Fig. 1: sequential cells grouped by signal name
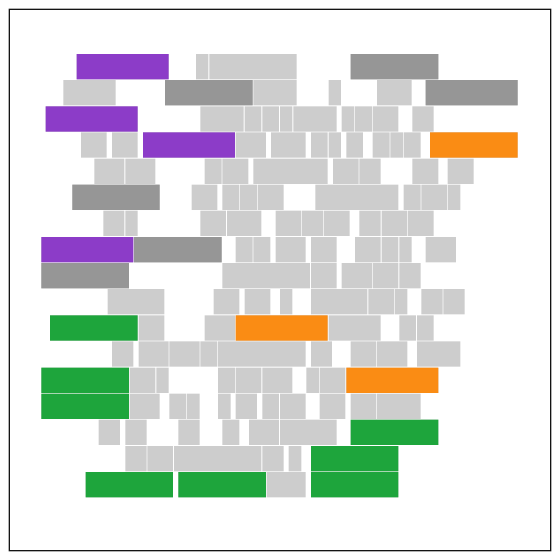
Fig. 2: nets reached from selected ports
The bar under the picture is 20 um long.
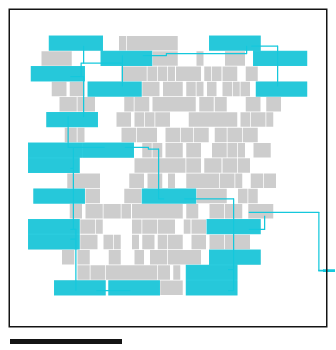
`src/rtl/reset_seq_pkg.sv`:
```
// Shared state encoding and elaboration helpers for the reset sequencer.
package reset_seq_pkg;

  typedef enum logic [2:0] {
    S_IDLE    = 3'd0,
    S_WAIT    = 3'd1,
    S_ASSERT  = 3'd2,
    S_RELEASE = 3'd3,
    S_RUN     = 3'd4
  } state_t;

  function automatic int max3(input int a, input int b, input int c);
    int m;
    m = (a > b) ? a : b;
    return (m > c) ? m : c;
  endfunction

  // Bits needed to hold max_cycles-1; a counter is never narrower than 1 bit.
  function automatic int min_cnt_w(input int max_cycles);
    return (max_cycles <= 2) ? 1 : $clog2(max_cycles);
  endfunction

endpackage

```
`src/rtl/sync_bit.sv`:
```
// Multi-flop synchroniser for a single asynchronous level, cleared to 0 on reset.
module sync_bit #(
  parameter int SYNC_STAGES = 2
) (
  input  logic clk,
  input  logic rst_n,
  input  logic d,
  output logic q
);

  logic [SYNC_STAGES-1:0] ff;

  always_ff @(posedge clk or negedge rst_n) begin
    if (!rst_n) ff <= '0;
    else        ff <= {ff[SYNC_STAGES-2:0], d};
  end

  assign q = ff[SYNC_STAGES-1];

endmodule

```
`src/rtl/reset_seq.sv`:
```
// Lock-qualified reset sequencer: wait, common pulse, then staggered per-output release.
module reset_seq
  import reset_seq_pkg::*;
#(
  parameter int N_OUT          = 4,
  parameter int WAIT_CYCLES    = 20,
  parameter int PULSE_CYCLES   = 32,
  parameter int STAGGER_CYCLES = 8,
  parameter int CNT_W          = 8,
  parameter int SYNC_STAGES    = 2
) (
  input  logic             clk,
  input  logic             rst_n,
  input  logic             dcm_locked,
  input  logic             soft_rst_req,
  output logic [N_OUT-1:0] rst_out,
  output logic             all_released,
  output logic             seq_busy
);

  localparam int MAX_LEN = max3(WAIT_CYCLES, PULSE_CYCLES, STAGGER_CYCLES);
  localparam int IDX_W   = (N_OUT > 1) ? $clog2(N_OUT) : 1;

  generate
    if (CNT_W < min_cnt_w(MAX_LEN)) begin : g_cnt_w_chk
      $error("reset_seq: CNT_W=%0d cannot hold %0d", CNT_W, MAX_LEN - 1);
    end
  endgenerate

  logic             locked_s;
  state_t           st, st_nxt;
  logic [CNT_W-1:0] cnt, cnt_nxt;
  logic [IDX_W-1:0] idx, idx_nxt;
  logic [N_OUT-1:0] rst_nxt;

  sync_bit #(.SYNC_STAGES(SYNC_STAGES)) u_lock_sync (
    .clk   (clk),
    .rst_n (rst_n),
    .d     (dcm_locked),
    .q     (locked_s)
  );

  always_comb begin
    st_nxt  = st;
    cnt_nxt = cnt;
    idx_nxt = idx;
    rst_nxt = rst_out;
    case (st)
      S_IDLE: begin
        rst_nxt = '1;
        cnt_nxt = '0;
        if (locked_s) st_nxt = S_WAIT;
      end
      S_WAIT: begin
        rst_nxt = '1;
        if (cnt == CNT_W'(WAIT_CYCLES - 1)) begin
          st_nxt  = S_ASSERT;
          cnt_nxt = '0;
        end else begin
          cnt_nxt = cnt + CNT_W'(1);
        end
      end
      S_ASSERT: begin
        rst_nxt = '1;
        if (cnt == CNT_W'(PULSE_CYCLES - 1)) begin
          cnt_nxt    = '0;
          idx_nxt    = '0;
          rst_nxt[0] = 1'b0;
          st_nxt     = (N_OUT == 1) ? S_RUN : S_RELEASE;
        end else begin
          cnt_nxt = cnt + CNT_W'(1);
        end
      end
      S_RELEASE: begin
        if (cnt == CNT_W'(STAGGER_CYCLES - 1)) begin
          cnt_nxt = '0;
          idx_nxt = idx + IDX_W'(1);
          for (int i = 1; i < N_OUT; i++)
            if (i == int'(idx) + 1) rst_nxt[i] = 1'b0;
          if (int'(idx) + 1 == N_OUT - 1) st_nxt = S_RUN;
        end else begin
          cnt_nxt = cnt + CNT_W'(1);
        end
      end
      S_RUN: begin
        rst_nxt = '0;
        cnt_nxt = '0;
        if (soft_rst_req) begin
          st_nxt  = S_ASSERT;
          rst_nxt = '1;
        end
      end
      default: begin
        st_nxt  = S_IDLE;
        cnt_nxt = '0;
        rst_nxt = '1;
      end
    endcase
    // Losing lock outranks everything, including already-released outputs.
    if (!locked_s && st != S_IDLE) begin
      st_nxt  = S_IDLE;
      cnt_nxt = '0;
      idx_nxt = '0;
      rst_nxt = '1;
    end
  end

  always_ff @(posedge clk or negedge rst_n) begin
    if (!rst_n) begin
      st           <= S_IDLE;
      cnt          <= '0;
      idx          <= '0;
      rst_out      <= '1;
      all_released <= 1'b0;
      seq_busy     <= 1'b1;
    end else begin
      st           <= st_nxt;
      cnt          <= cnt_nxt;
      idx          <= idx_nxt;
      rst_out      <= rst_nxt;
      all_released <= ~|rst_nxt;
      seq_busy     <= (st_nxt != S_RUN);
    end
  end

endmodule

```
`config.mk`:
```
export PLATFORM = sky130hd
export DESIGN_NAME = reset_seq
export DESIGN_NICKNAME = d
export VERILOG_FILES = /design/src/rtl/reset_seq_pkg.sv /design/src/rtl/sync_bit.sv /design/src/rtl/reset_seq.sv
export SDC_FILE = /design/constraint.sdc
export NUM_CORES = 1
export LEC_CHECK = 0
export ABC_CLOCK_PERIOD_IN_PS = 1410
export CAP_MARGIN = 10
export CORE_MARGIN = 3
export CORE_UTILIZATION = 45
export CTS_BUF_LIST = sky130_fd_sc_hd__clkbuf_16
export DETAILED_ROUTE_END_ITERATION = 8
export DONT_BUFFER_PORTS = 1
export PLACE_DENSITY_LB_ADDON = 0.05
export SYNTH_ARGS = -nofsm -noshare
export SYNTH_HDL_FRONTEND = slang
export SYNTH_SLANG_ARGS = --single-unit
```
`constraint.sdc`:
```
create_clock -name clk -period 1.41 [get_ports clk]
set_input_delay 0.282 -clock clk [delete_from_list [all_inputs] [get_ports clk]]
set_output_delay 0.282 -clock clk [all_outputs]
set_load 0.01 [all_outputs]
```
==> run notes <==
Physical design

The run finished, with violations left. The final reports fail on setup timing. The worst setup path is captured at a flop.

Row generation in the floorplan step produced 17 rows. The final critical delay including setup and external delays stands at 1520 ps. The total wire length after detailed routing stands at 2.44 mm. During placement, the flow inserted port buffers numbering 0. The synthesis report lists the Yosys warning total as 0. The number of cells reported by Yosys stat comes to 110. The overall chip area stands at 3160 um^2.

Nets still carrying antenna violations after routing amount to 0. Pins over their slew limit in the final report were tallied at 0. Per the OpenROAD power report, leakage power amounts to 0.000627 uW. The stage delay of the slowest cell on the critical path stands at 400 ps. After layout, the setup clock skew is reported as 3.68 ps.

Of all nets on the critical path, the largest fanout is 5. The script logs the ratio of routed vias to standard cells as 5.36. In this design, the largest share of critical-path delay is due to simple AND/OR/NAND/NOR gates. Timing would allow up to 0.657 GHz.

The level count of the clock H-tree stands at 1. Per the skew report, the later register of the worst-skew pair sees a clock latency of 260 ps. In this run the critical path is formed by nor3_4 -> buf_4 -> nand3_1 -> a31o_2 -> nor4b_2.

The share of total power dissipated in sequential elements is 0.485. The script extracted a net switching power of 265 uW. The number of I/O pins stands at 10. The depth of the worst hold-timing path stands at 0. The starting utilization of the core area stands at 0.494.

The number of DRC markers in iteration 0 stands at 19. The global router's overall resource usage stands at 0.175. The count of cell instances traversed by the critical path stands at 5. The number of different library cells used by synthesis comes to 37.

Per the synthesis report, the dominant area consumer among library cells is dfrtp_1. The pin count of the biggest net entering global routing stands at 22. Looking at the clock tree report, the maximum root-to-sink buffer count equals 2. Logic depth along the worst register-to-register path is recorded as 5. The number of storage elements in the synthesis netlist stands at 21. On the critical path the data arrives at 1680 ps.

The overall power consumption stands at 1280 uW. Of the total power, combinational logic draws 0.044. TritonCTS built the clock tree. Per the post-synthesis report, the number of cells in the design is 110.

The path class of the tightest hold or removal check is primary input to flop. The wire length of the first global-routing pass stands at 4.28 mm. In this run the power density over the cells is 849 nW/um^2. Yosys attributes the largest share of cell area to dfrtp_1 35%, dfstp_2 12%, ha_1 4.4%.

The internal portion of the total power is 1020 uW. The core utilization of the finished layout stands at 0.657. TritonCTS created 3 clock buffers. The number of maximum-capacitance violations stands at 0. In the post-route analysis, the smallest setup slack over all paths is -112 ps.

Across all layers, the routed design uses 890 vias. The final RePlAce weighted congestion stands at 0.795. Looking at the VDD voltage map, the peak drop is 654 uV. The tree is rooted in a clkbuf_16. The horizontal die size stands at 56.2 um. The post-CTS clock slew at the launch and capture registers of the worst setup and hold paths stands at 60 ps.

For this run the aggregate overflow at the end of global routing stands at 0. Leaving out fill and tap cells, the most frequent cells in the layout are 26 x buf_4, 14 x dfrtp_1, 7 x nor2_1. Setup repair after global routing could not meet its margin everywhere. For this run, the register share of the synthesized area comes to 0.469. The hold violation total from the final report stands at 0.

The clock network power share stands at 0.472. The total nets after synthesis stands at 118. The yosys-reported design area after synthesis stands at 1130 um^2. The number of global-route vias before repair stands at 926. The total clock sinks stands at 21. By instance count after routing, the leading logic cell type is buf_4.

The first detailed-routing pass ran for 6 iterations. The worst setup path is launched from a flop. The switching portion of total power comes to 0.207. After filler insertion, the fill cell instance count of the layout stands at 178. After synthesis the cells add up to 1130 um^2.

The largest individual stage delay along the critical path comes from the cell dfrtp_1. Of the cells placed in the final design, the portion with a size suffix greater than 1 is 0.435. The die height stands at 56.2 um. The number of antenna violations at the first check in global routing was 0. The core area stands at 2300 um^2.

Looking at the max-slew report, the worst-margin pin has a slew of 946 ps. The routed layout reports a DRC error count of 0. The net count reported at finish stands at 147. The share of synthesized area in the top cell type comes to 0.353. The final-report setup violation count stands at 11. The critical path buffer and inverter count stands at 1.

In the finished design, the share of the clock period the worst path needs comes to 1.08. In this run the tightest slew margin relative to its limit is 0.369. The stage-log warning count stands at 31. The OpenROAD report gives the critical path a required time of 1570 ps.

The total half-perimeter wirelength after legalization and detailed placement stands at 1.74 mm. Dividing the synthesized area by the synthesized cell count gives 10.3 um^2. The total inserted antenna cells stands at 0. The routed design shows a wire length per standard cell of 14.7 um.

By startpoint and endpoint, the worst setup path is classified as flop to flop. The layout overhead on the synthesized area stands at 33.0%.
-- Fig. 1 (at the start) --
legend:
  `st`:
    color: orange
    sequential_cells: 3
  `cnt`:
    color: green
    sequential_cells: 8
  `rst_out`:
    color: purple
    sequential_cells: 4
    where: upper left

-- Fig. 2 (at the start) --
legend:
  `rst_n`:
    color: cyan
    bits: 1
    direction: input
    edge: right
    end_cells: 21
    buffers: 1
    wire: 177 um

[cells in the mapped netlist]
master / count
a21o_1: 2
a21oi_1: 7
a31o_2: 2
a31oi_1: 1
a32oi_2: 1
a41oi_1: 1
and3_1: 1
and3b_1: 1
and3b_2: 1
and4bb_2: 1
buf_2: 2
buf_6: 2
dfrtp_1: 16
dfstp_2: 5
ha_1: 4
inv_1: 6
mux2i_1: 1
nand2_1: 3
nand2b_1: 4
nand3_1: 6
nand3b_1: 2
nand4_1: 1
nand4b_1: 1
nor2_1: 13
nor2b_1: 2
nor3_1: 3
nor3_4: 1
nor3b_1: 1
nor4b_2: 1
nor4b_4: 1
o2111ai_1: 1
o21ai_0: 7
or2_2: 1
or3_1: 1
or4_1: 1
xnor2_1: 4
xor2_1: 2
[sequential cells by signal, summed over array words and instances, names as in the netlist]
name,flops
all_released,1
st,3
idx,2
cnt,8
u_lock_sync.ff,2
seq_busy,1
rst_out,4
[power by group through the flow]
stage	logic [uW]	clock network, uW	registers (uW)
6_report	56.2	604	621
2_1_floorplan	21.9	0	628
3_5_place_dp	36.2	0	631
3_3_place_gp	36.0	0	631
4_1_cts	56.9	615	621
5_1_grt	63.5	644	622
[worst register-to-register path: cells and delay by family (launching register included)]
kind,cells,cell delay [ps]
compound gates,1,230
buf+inv,1,190
simple gates,3,610
flops,1,400
[repair_timing]
action / 4_1_cts / 5_1_grt
pin swaps: 4 / 5
endpoints found under the setup margin: 13 / 17
endpoints found under the hold margin: 21 / 0
buffers inserted: 3 / 2
resized: 13 / 5
hold buffers: 1 / 0
gates cloned: 0 / 0
[final cells by class]
class | instances | area [um^2] | area share
well taps | 28 | 35.0 | 0.0232
flip-flops and latches | 21 | 534 | 0.354
clock buffers | 3 | 75.1 | 0.0498
multi-input cells | 79 | 618 | 0.410
repair buffers | 28 | 219 | 0.145
clock inverters | 1 | 5.00 | 0.00332
inverters | 6 | 22.5 | 0.0149
[routing by layer]
layer	global-route usage	wire [um]	vias up
met5	0	0	-
met4	0.0712	44	0
met3	0.0348	86	5
met2	0.265	1110	13
met1	0.245	1210	428
li1	-	-	444
[kinds of logic after synthesis]
group,Yosys count,synth area share
buffers and inverters,10,0.0485
muxes,1,0.00882
xor gates and xnor gates,6,0.0463
DFF,21,0.469
and+or+nand+nor,46,0.258
AOI/OAI and AO/OA,22,0.126
adders and majority gates,4,0.0441
[metrics by stage]
| step | std cells | hold WS (ps) | setup TNS, ps | instance area (um^2) | setup slack (ps) |
|---|---|---|---|---|---|
| finish | 166 | 50.4 | -672 | 1510 | -112 |
| global route | 166 | 40.3 | -1760 | 1510 | -179 |
| CTS | 164 | 46.7 | -395 | 1480 | -113 |
| detailed placement | 156 | -13.0 | -1200 | 1320 | -159 |
| global placement | 156 | -13.1 | -710 | 1320 | -75.7 |
| floorplan | 110 | -13.6 | -73.9 | 1150 | -22.4 |
[path summary, 6_finish.rpt]
path	start	to	slack, ps
max	cnt[5]	all_released	-110
min	dcm_locked	u_lock_sync.ff[0]	50
max reg2reg	cnt[5]	all_released	-110
min reg2reg	u_lock_sync.ff[0]	u_lock_sync.ff[1]	350
max in group asynchronous	rst_n	st[1]	530
min in group asynchronous	rst_n	st[0]	240
No activity file was given, so power comes from the tool's default toggle rates.
